Run 1, a small window of the routed layout:
Region (46, 48) to (86, 88) microns. Cells in grey, sequential cells in the stronger grey; small squares are vias.
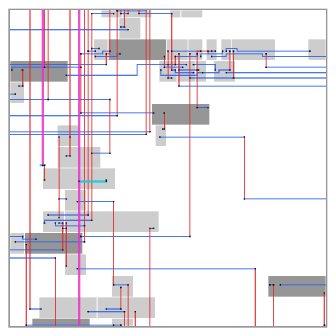
Run 1, routed metal per tile:
Bar = 50 microns. 27 x 27 tiles, from white (low) to dark blue (high), scaled to the fullest tile. Values are wire area over tile area, all layers added.
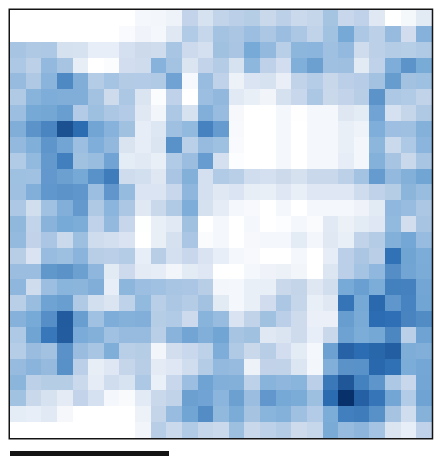
Run 1, clock network drawn from the DEF:
Bar = 50 microns.
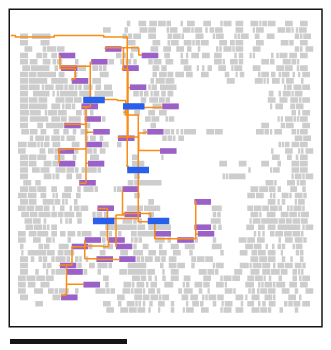
--- config.mk ---
export PLATFORM = sky130hd
export DESIGN_NAME = data_mem_arbiter
export DESIGN_NICKNAME = d
export VERILOG_FILES = /design/src/rtl/dmem_pkg.sv /design/src/rtl/dmem_addr_check.sv /design/src/rtl/data_mem_arbiter.sv
export SDC_FILE = /design/constraint.sdc
export NUM_CORES = 1
export LEC_CHECK = 0
export CAP_MARGIN = 40
export CORE_AREA = 3 3 130 132
export CTS_CLUSTER_SIZE = 28
export DETAILED_ROUTE_END_ITERATION = 6
export DIE_AREA = 0 0 133 135
export SLEW_MARGIN = 20
export SYNTH_ARGS = -nofsm -noshare
export SYNTH_HDL_FRONTEND = slang
export SYNTH_HIERARCHICAL = 1
export SYNTH_SLANG_ARGS = --single-unit
--- constraint.sdc ---
create_clock -name clk -period 4.85 [get_ports clk]
set_clock_uncertainty 0.15 [all_clocks]
set_input_delay 0.97 -clock clk [delete_from_list [all_inputs] [get_ports clk]]
set_output_delay 0.97 -clock clk [all_outputs]
set_load 0.01 [all_outputs]
--- src/rtl/dmem_pkg.sv ---
// Shared types and constants for the data memory arbiter.
// Imported by the address checker and the arbiter top.
package dmem_pkg;

  localparam int WORD_BYTES = 4;
  localparam int NUM_PORTS  = 2;

  typedef enum logic [1:0] {
    ARB     = 2'd0,
    LOCK_P0 = 2'd1,
    LOCK_P1 = 2'd2
  } arb_state_t;

endpackage

--- src/rtl/dmem_addr_check.sv ---
// Flags a granted access that is misaligned or
// falls outside the data memory word range.
module dmem_addr_check
  import dmem_pkg::*;
#(
  parameter int SIZE = 4096
) (
  input  logic [31:0] addr,
  output logic        err_cond
);

  localparam logic [29:0] WORDS =
    30'(SIZE / WORD_BYTES);

  logic misaligned;
  logic out_of_range;

  assign misaligned   = addr[1:0] != 2'b00;
  assign out_of_range = addr[31:2] >= WORDS;
  assign err_cond     = misaligned | out_of_range;

endmodule

--- src/rtl/data_mem_arbiter.sv ---
// Two-port round-robin arbiter with lock for the data memory.
// Checks each granted access and tags the response to its port.
module data_mem_arbiter
  import dmem_pkg::*;
#(
  parameter int SIZE = 4096
) (
  input  logic        clk,
  input  logic        reset,
  input  logic        p0_req,
  input  logic        p0_we,
  input  logic        p0_lock,
  input  logic [31:0] p0_addr,
  input  logic [31:0] p0_wdata,
  output logic        p0_gnt,
  output logic        p0_rvalid,
  output logic [31:0] p0_rdata,
  output logic        p0_err,
  input  logic        p1_req,
  input  logic        p1_we,
  input  logic        p1_lock,
  input  logic [31:0] p1_addr,
  input  logic [31:0] p1_wdata,
  output logic        p1_gnt,
  output logic        p1_rvalid,
  output logic [31:0] p1_rdata,
  output logic        p1_err,
  output logic        mem_write_en,
  output logic [31:0] mem_write_addr,
  output logic [31:0] mem_write_data,
  output logic [31:0] mem_read_addr,
  input  logic [31:0] mem_read_data
);

  arb_state_t  state;
  arb_state_t  state_n;
  logic        rr_ptr;
  logic        g0_raw;
  logic        g1_raw;
  logic        g0;
  logic        g1;
  logic        any_gnt;
  logic        sel_we;
  logic [31:0] sel_addr;
  logic [31:0] sel_wdata;
  logic        err_cond;
  logic        wr_ok;
  logic        rd_go;
  logic [31:0] last_raddr;
  logic        resp_valid;
  logic        resp_port;
  logic        resp_is_read;
  logic        resp_err;
  logic        rsp_live;
  logic [31:0] rd_word;

  always_comb begin
    g0_raw = 1'b0;
    g1_raw = 1'b0;
    unique case (state)
      ARB: begin
        g0_raw = p0_req & (~p1_req | ~rr_ptr);
        g1_raw = p1_req & (~p0_req | rr_ptr);
      end
      LOCK_P0: g0_raw = p0_req;
      LOCK_P1: g1_raw = p1_req;
      default: ;
    endcase
  end

  // No grants while reset is held, so every output stays quiet.
  assign g0      = reset & g0_raw;
  assign g1      = reset & g1_raw;
  assign p0_gnt  = g0;
  assign p1_gnt  = g1;
  assign any_gnt = g0 | g1;

  always_comb begin
    state_n = state;
    unique case (state)
      ARB: begin
        if (g0 && p0_lock)
          state_n = LOCK_P0;
        else if (g1 && p1_lock)
          state_n = LOCK_P1;
      end
      LOCK_P0: begin
        if (!p0_req || !p0_lock)
          state_n = ARB;
      end
      LOCK_P1: begin
        if (!p1_req || !p1_lock)
          state_n = ARB;
      end
      default: state_n = ARB;
    endcase
  end

  assign sel_we    = g1 ? p1_we    : p0_we;
  assign sel_addr  = g1 ? p1_addr  : p0_addr;
  assign sel_wdata = g1 ? p1_wdata : p0_wdata;

  dmem_addr_check #(
    .SIZE(SIZE)
  ) u_chk (
    .addr    (sel_addr),
    .err_cond(err_cond)
  );

  assign wr_ok = any_gnt & sel_we & ~err_cond;
  assign rd_go = any_gnt & ~sel_we;

  assign mem_write_en   = wr_ok;
  assign mem_write_addr = wr_ok ? sel_addr  : '0;
  assign mem_write_data = wr_ok ? sel_wdata : '0;
  assign mem_read_addr  = rd_go ? sel_addr  : last_raddr;

  always_ff @(posedge clk) begin
    if (!reset) begin
      state        <= ARB;
      rr_ptr       <= 1'b0;
      last_raddr   <= '0;
      resp_valid   <= 1'b0;
      resp_port    <= 1'b0;
      resp_is_read <= 1'b0;
      resp_err     <= 1'b0;
    end else begin
      state <= state_n;
      if (g0)
        rr_ptr <= 1'b1;
      else if (g1)
        rr_ptr <= 1'b0;
      if (rd_go)
        last_raddr <= sel_addr;
      // Clean writes complete silently; reads and bad accesses respond.
      resp_valid   <= any_gnt & (~sel_we | err_cond);
      resp_port    <= g1;
      resp_is_read <= ~sel_we;
      resp_err     <= any_gnt & err_cond;
    end
  end

  assign rsp_live = reset & resp_valid;
  assign rd_word  = resp_err ? '0 : mem_read_data;

  assign p0_rvalid = rsp_live & resp_is_read & ~resp_port;
  assign p1_rvalid = rsp_live & resp_is_read & resp_port;
  assign p0_err    = rsp_live & resp_err & ~resp_port;
  assign p1_err    = rsp_live & resp_err & resp_port;
  assign p0_rdata  = p0_rvalid ? rd_word : '0;
  assign p1_rdata  = p1_rvalid ? rd_word : '0;

endmodule

==> impl_metrics.toml, run 1 <==
# synthesis and place-and-route metrics
[final_layout]
area_growth_pct = 142
mostFrequentLayoutCell = "clkdlybuf4s50_1"
layout.area.comb_sq_mm = 0.00263
mostFrequentLayoutCells = "266 x clkdlybuf4s50_1, 71 x nor2_1, 67 x a21oi_1"
nets = 1052
final_cells = 1102
drive_gt1_share_pct = 30.3
seq_area_sq_um = 781
fillers = 1534

[pwr]
ir_worst_vdd_mv = 0.152
finalPower_uw = 1240
p_per_area_mw_per_mm2 = 156
p_leak_uw = 0.00335

[cts]
clk_pin_slew_ps = 60
cts_buffer_depth = 2
htreeDepth = 2
root_buffer = "clkbuf_16"
post_cts_buffers = 15
cts_buffers = 5
cts_resized = 307
cts_tree = "built"
cts_hold_buf = 0

[sta]
period_used_pct = 105
rsz0062_at_grt = "true"
slew_headroom_pct = 60.9
setup_violations = 61
setup_slack_ps = -228
finalHoldViolations = 0
final_max_slew_viol_count = 0
tightest_slew_ps = 570

[floorplan]
io_pins = 335
die_h_microns = 135
fp_util_pct = 20.8
die_x_microns = 133
die_area_sq_mm = 0.0180
core_sq_mm = 0.0158
num_rows = 46

[status]
violations = "setup timing"
status = "complete, but fails checks"

[logic_synthesis]
yosysWarnings = 6
syn_avg_cell_area_sq_um = 6.60
synthCells = 499
syn_area_sq_mm = 0.00329
fp_nets = 667

[worst_hold_path]
hold_class = "reg -> reg"

[grt]
first_global_vias = 4629
grt_max_degree = 36
overflow = 0
antenna_found_initial = 1

[drt]
initialDrtViolationCount = 197
drt_pass1_iterations = 4
num_vias = 4937
ant_nets = 0
drc_errors = 0
viasPerCell = 4.48

[critical_path]
critPathArrivalTime_ps = 3960
crit_path_end_kind = "primary output"
path_cells = "buf_6 -> or3b_4 -> nand2_8 -> buf_8 -> mux2i_4 -> inv_1 -> nor4_4 -> nand4_1 -> or4_4 -> inv_2 -> o211ai_1 -> buf_4 -> buf_4 -> buf_12 -> a21oi_2 -> buf_2"
critPathBufInv = 8
worstPathRequired_ps = 3730
cp_max_fo = 7
crit_type = "in -> out"
slowest_delay_ps = 510
cp_slowest_cell = "or4_4"

[placement]
place_congestion = 0.891
place_inst = 1063
hpwl_microns = 13500
io_buffers = 334

[run]
cap_violations = 0
Notes on 'a small window of the routed layout' above:
- metal 2: red
- metal 4: magenta
- metal 3: cyan
- metal 1: blue
- most frequent: buf_4 (7), dfxtp_1 (5)
- sequential cells in the window: 5
- cells with their middle in the window: 30

Notes on 'routed metal per tile' above:
- tiles over half the peak: 15%
- emptiest ninth of the die: centre
- mean over tiles: 0.17
- nearly empty tiles: 8.0%
WL per Instance: 17.0 microns
GRT Util Overall: 18.8%
DRT Wirelength: 18,800 microns

Notes on 'clock network drawn from the DEF' above:
- clock drivers: blue (count 5)
- clock wires: orange (length 635 microns)
- flip-flops: purple (count 39)
- routed clock nets: 6
Clock Latency Late Sink: 280 ps
P_clk: 327 uW
Clock Power Share: 26.3%

[run 1: cell type report]
class | count | share of cell area (%)
Multi-Input combinational cell | 388 | 33.1
Antenna cell | 1 | 0.0315
Tap cell | 216 | 3.40
Clock buffer | 5 | 1.57
Timing Repair Buffer | 420 | 50.4
Clock inverter | 3 | 0.252
Sequential cell | 39 | 9.82
Inverter | 30 | 1.42
[run 1: stage by stage]
stage	worst slack (ps)	hold WS [ps]	utilization (%)	TNS (ps)	cell area, sq um
2_1_floorplan	63.6	327	-	0	3290
3_3_place_gp	-1110	352	45.1	-68020	7130
3_5_place_dp	-1160	354	45.2	-71230	7150
4_1_cts	-243	365	47.6	-8920	7530
5_1_grt	-350	396	50.2	-15500	7950
6_report	-228	371	50.2	-7830	7950
[run 1: sequential cells by signal (all words and copies together), names as in the netlist]
register	flops
resp_err	1
resp_valid	1
resp_port	1
resp_is_read	1
rr_ptr	1
state	2
last_raddr	32
[run 1: power by group]
part | internal, uW | total, uW | switching, uW | leakage (uW)
clock network | 189 | 327 | 137 | 0.0000658
logic | 314 | 562 | 248 | 0.00296
registers | 345 | 354 | 9.29 | 0.000321
total | 848 | 1240 | 394 | 0.00335
[run 1: routing by layer]
layer	track usage, %	wire length [microns]	vias to the layer above
li1	-	-	2448
met1	21.6	7390	2230
met2	33.6	9300	231
met3	6.30	1650	28
met4	4.85	450	0
met5	0	0	-
[run 1: path summary, 6_finish.rpt]
check / from / end / slack [ps] / cells after the start
max: p0_req / mem_write_data[19] / -230 / 16
min: rr_ptr$_SDFFE_PN0N_ / rr_ptr$_SDFFE_PN0N_ / 370 / 2
max reg2reg: rr_ptr$_SDFFE_PN0N_ / resp_valid$_SDFF_PN0_ / 1810 / 10
min reg2reg: rr_ptr$_SDFFE_PN0N_ / rr_ptr$_SDFFE_PN0N_ / 370 / 2
Run 1, signal wires on met3:
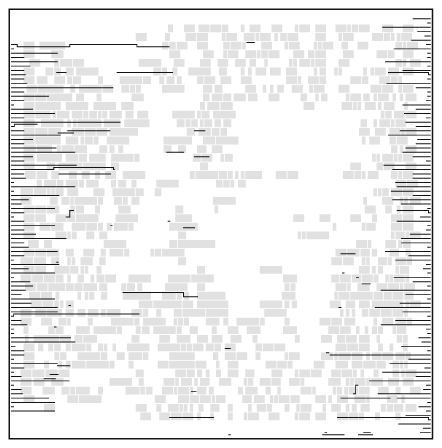

## Run 2: what changed since run 1
==> constraint.sdc (replaced) <==
create_clock -name clk -period 5.2 [get_ports clk]
set_clock_uncertainty 0.15 [all_clocks]
set_input_delay 1.04 -clock clk [delete_from_list [all_inputs] [get_ports clk]]
set_output_delay 1.04 -clock clk [all_outputs]
set_load 0.01 [all_outputs]
Run 2, signal wires on met3:
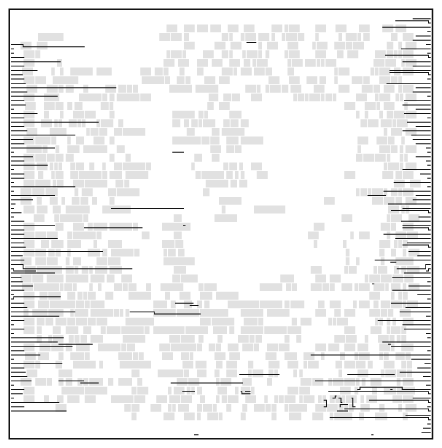
- main direction: horizontal
- nets with wire on the layer: 205
- share of all routed wire: 8.9%
met3 usage: 6.07%
DRT Wirelength: 18,700 microns

==> impl_metrics.toml, run 2 <==
# synthesis and place-and-route metrics
[status]
status = "completed"

[sta]
fin_setup_tns_ps = 0
finalHoldViolations = 0
final_max_slew_viol_count = 0
slew_headroom_pct = 47.6
hold_slack_ps = 376
period_used_pct = 99.0
setup_violations = 0

[final_layout]
mostFrequentLayoutCells = "266 x clkdlybuf4s50_1, 79 x nor2_1, 78 x a21oi_1"
drive_gt1_share_pct = 26.2
final_area_sq_mm = 0.00766
mostFrequentLayoutCell = "clkdlybuf4s50_1"
nets = 1035
seq_area_sq_um = 781

[worst_hold_path]
hold_class = "reg -> reg"

[run]
cap_violations = 0

[cts]
cts_buffers = 5
clk_pin_slew_ps = 60
cts_hold_buf = 0
cts_buffer_depth = 2
clk_latency_ps = 280

[pwr]
combPwrFrac_pct = 44.8
p_sw_share_pct = 31.1
p_leak_uw = 0.00323
power_frac_clock_pct = 26.1
ir_worst_vdd_mv = 0.120
switchingPower_uw = 353

[floorplan]
core_sq_mm = 0.0158
die_area_sq_mm = 0.0180
io_pins = 335
die_x_microns = 133

[critical_path]
cp_max_fo = 6
critPathBufInv = 9
critPathArrivalTime_ps = 3960
worstPathRequired_ps = 4010
crit_start = "p0_req"

[grt]
grt_max_degree = 66
first_global_vias = 4732
antenna_found_initial = 0

[placement]
place_area_sq_mm = 0.00707
hpwl_microns = 13400
place_congestion = 0.879

[logic_synthesis]
syn_avg_cell_area_sq_um = 6.60

[drt]
initialDrtViolationCount = 120
num_vias = 4831
wire_per_inst_microns = 17.3
ant_nets = 0
Run 2, a small window of the routed layout:
Region (46, 48) to (86, 88) microns. Cells in grey, sequential cells in the stronger grey; small squares are vias.
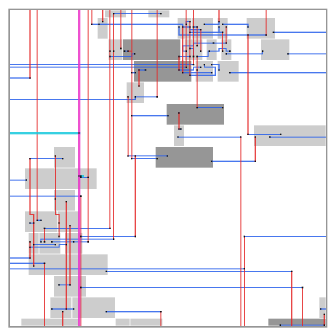
- metal 4: magenta
- metal 3: cyan
- metal 1: blue
- metal 2: red
- sequential cells in the window: 4
- most frequent: buf_4 (6), dfxtp_1 (4)
- cells with their middle in the window: 31

[run 2: area by class of cell]
type | count | area share, %
clock buffers | 7 | 1.73
repair buffers | 403 | 49.8
inverters | 30 | 1.47
clock inverters | 1 | 0.0654
well taps | 216 | 3.53
multi-input cells | 388 | 33.2
flip-flops and latches | 39 | 10.2
[run 2: per-layer routing]
layer	vias to the layer above	GRT usage [%]	share of wire (%)	routed length, microns
li1	2408	-	-	-
met4	0	3.98	1.3	236
met3	13	6.07	8.9	1660
met5	-	0	0	0
met2	231	34.6	50	9270
met1	2179	22.6	40	7540
[run 2: per-stage QoR]
step	setup slack [ps]	instances	utilization (%)	total power [uW]
floorplan	274	499	-	527
global placement	-825	1052	44.5	800
detailed placement	-911	1053	44.7	802
CTS	-73.7	1083	47.2	1130
global route	-68.0	1084	48.4	1190
finish	52.0	1084	48.4	1140
[run 2: path summary, 6_finish.rpt]
kind / slack (ps) / to / depth (start not counted)
setup / recovery: 50 / mem_write_addr[29] / 17
hold / removal: 380 / rr_ptr$_SDFFE_PN0N_ / 2
setup reg to reg: 2150 / resp_valid$_SDFF_PN0_ / 11
hold reg to reg: 380 / rr_ptr$_SDFFE_PN0N_ / 2
[run 2: power by group through the flow]
stage / combinational, uW / clock (uW) / sequential, uW
finish: 508 / 297 / 330
global route: 547 / 315 / 333
CTS: 496 / 304 / 330
detailed placement: 466 / 0 / 337
global placement: 460 / 0 / 339
floorplan: 193 / 0 / 334
[run 2: timing repair]
| action | CTS | global route |
|---|---|---|
| endpoints found under the setup margin | 65 | 59 |
| pin swaps | 8 | 4 |
| gates cloned | 8 | 0 |
| setup buffers | 17 | 3 |
| gates resized | 304 | 73 |
Run 2, routed metal per tile:
Bar = 50 microns. 27 x 27 tiles, from white (low) to dark blue (high), scaled to the fullest tile. Values are wire area over tile area, all layers added.
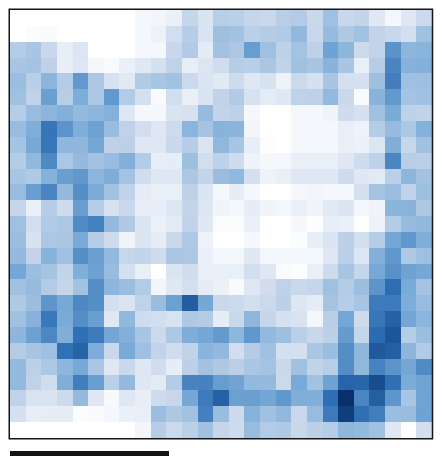

## Run 3: what changed since run 2
--- a/config.mk
+++ b/config.mk
@@ -10,6 +10,7 @@
 export CTS_CLUSTER_SIZE = 28
 export DETAILED_ROUTE_END_ITERATION = 6
 export DIE_AREA = 0 0 133 135
+export SKIP_CTS_REPAIR_TIMING = 1
 export SLEW_MARGIN = 20
 export SYNTH_ARGS = -nofsm -noshare
 export SYNTH_HDL_FRONTEND = slang
Run 3, routed metal per tile:
Bar = 50 microns. 27 x 27 tiles, from white (low) to dark blue (high), scaled to the fullest tile. Values are wire area over tile area, all layers added.
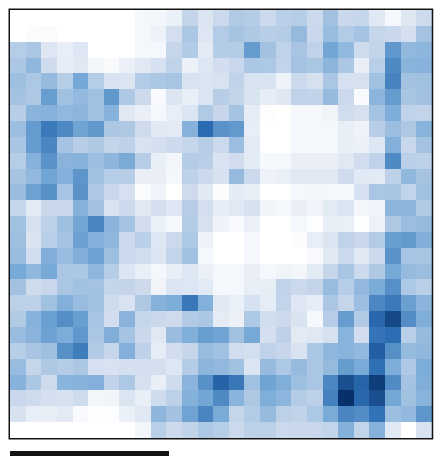
- fullest tile: 0.58
- emptiest ninth of the die: centre
- tiles over half the peak: 11%
- mean over tiles: 0.16
GRT Util Overall: 17.4%
via count: 4,741

==> impl_metrics.toml, run 3 <==
# synthesis and place-and-route metrics
[cts]
clk_pin_slew_ps = 60
root_buffer = "clkbuf_16"
cts_buffers = 5
cts_buffer_depth = 2
cts_tree = "built"
htreeDepth = 2
clk_latency_ps = 280

[pwr]
ir_worst_vdd_mv = 0.119
switchingPower_uw = 350
p_per_area_mw_per_mm2 = 152
combPwrFrac_pct = 44.4
finalPower_uw = 1130
p_leak_uw = 0.00330
p_sw_share_pct = 30.9
pwr-share-seq_pct = 29.2
power_frac_clock_pct = 26.4
p_int_uw = 781

[final_layout]
final_cells = 1074
largest_register_ffs = 32
mostFrequentLayoutCell = "clkdlybuf4s50_1"
nets = 1025
fillers = 1581
n_antenna_cell = 0
mostFrequentLayoutCells = "266 x clkdlybuf4s50_1, 95 x nor2_1, 79 x a21oi_1"
drive_gt1_share_pct = 22.4
reg_top3 = "last_raddr (32), state (2)"
largest-register = "last_raddr"
area_growth_pct = 126

[sta]
tightest_slew_ps = 780
slew_headroom_pct = 48.0
rsz0062_at_grt = "true"
timing.fmax_mhz = 191
period_used_pct = 101
finalHoldViolations = 0
setup_violations = 14
setup_slack_ps = -44.0
final_max_slew_viol_count = 0

[drt]
initialDrtViolationCount = 133
drt-total-wl_microns = 18000
viasPerCell = 4.41
drc_errors = 0
ant_nets = 0
drt_pass1_iterations = 5
wire_per_inst_microns = 16.8

[worst_hold_path]
hold_class = "reg -> reg"

[placement]
place_inst = 1053
hpwl_microns = 13400
place_congestion = 0.879
io_buffers = 334

[logic_synthesis]
syn_avg_cell_area_sq_um = 6.60
fp_nets = 667
synthCells = 499
syn_area_sq_mm = 0.00329
yosysWarnings = 6

[status]
violations = "setup timing"
status = "complete, but fails checks"

[critical_path]
worst_path_dominant_cell_family = "simple AND/OR/NAND/NOR gates"
cp_slowest_cell = "or4_4"
crit_type = "in -> out"
critPathBufInv = 8
crit_path_end_kind = "primary output"
cp_max_fo = 7
path_cells = "buf_6 -> or3b_4 -> nand2_8 -> buf_8 -> mux2i_4 -> inv_1 -> or4_1 -> or4_4 -> inv_2 -> o211ai_1 -> buf_4 -> buf_6 -> clkbuf_16 -> a21oi_2 -> buf_2"
slowest_delay_ps = 540
critPathArrivalTime_ps = 4050
worstPathRequired_ps = 4010

[run]
tool_warnings = 27
cap_violations = 0

[floorplan]
fp_util_pct = 20.8
die_area_sq_mm = 0.0180
num_rows = 46
io_pins = 335
die_x_microns = 133
core_sq_mm = 0.0158
die_h_microns = 135

[grt]
first_global_vias = 4406
overflow = 0
grt_max_degree = 66
antenna_found_initial = 0
Run 3, clock wiring as the flow saved it:
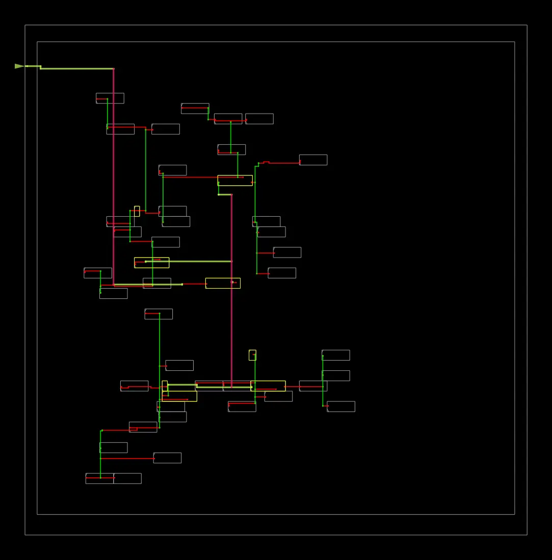
P_clk: 299 uW
flop count: 39

-- run 3: final timing paths --
kind,startpoint,endpoint,slack [ps],cells past startpoint
max reg2reg,rr_ptr$_SDFFE_PN0N_,resp_valid$_SDFF_PN0_,2110,9
min,rr_ptr$_SDFFE_PN0N_,rr_ptr$_SDFFE_PN0N_,380,2
max,p0_req,mem_write_data[27],-40,15
min reg2reg,rr_ptr$_SDFFE_PN0N_,rr_ptr$_SDFFE_PN0N_,380,2
-- run 3: layout make-up --
type	count	area, sq um	share of cell area (%)
Clock buffer	7	133	1.78
Sequential cell	39	781	10.5
Timing Repair Buffer	393	3700	49.7
Clock inverter	1	5.00	0.0672
Inverter	30	113	1.51
Multi-Input combinational cell	388	2440	32.8
Tap cell	216	270	3.63
-- run 3: metal layers --
layer | up-vias | wire length, microns | GRT usage [%]
met5 | - | 0 | 0
li1 | 2387 | - | -
met2 | 234 | 8850 | 31.5
met3 | 14 | 1720 | 6.07
met4 | 0 | 251 | 3.87
met1 | 2106 | 7200 | 19.6
-- run 3: through the flow --
step | utilization, % | hold WS [ps] | TNS, ps | setup WS (ps) | area (sq um)
after floorplan | - | 327 | 0 | 274 | 3290
after global placement | 44.5 | 354 | -51830 | -825 | 7050
after detailed placement | 44.7 | 359 | -54830 | -911 | 7070
after CTS | 45.6 | 370 | -56040 | -927 | 7210
after global routing | 47.0 | 386 | -5490 | -192 | 7440
final | 47.0 | 376 | -285 | -44.0 | 7440
-- run 3: power by group through the flow --
stage | clock network (uW) | registers, uW | logic [uW]
2_1_floorplan | 0 | 334 | 193
3_3_place_gp | 0 | 339 | 460
4_1_cts | 304 | 330 | 469
6_report | 299 | 330 | 502
3_5_place_dp | 0 | 337 | 466
5_1_grt | 317 | 333 | 541
No activity file was given, so power comes from the tool's default toggle rates.
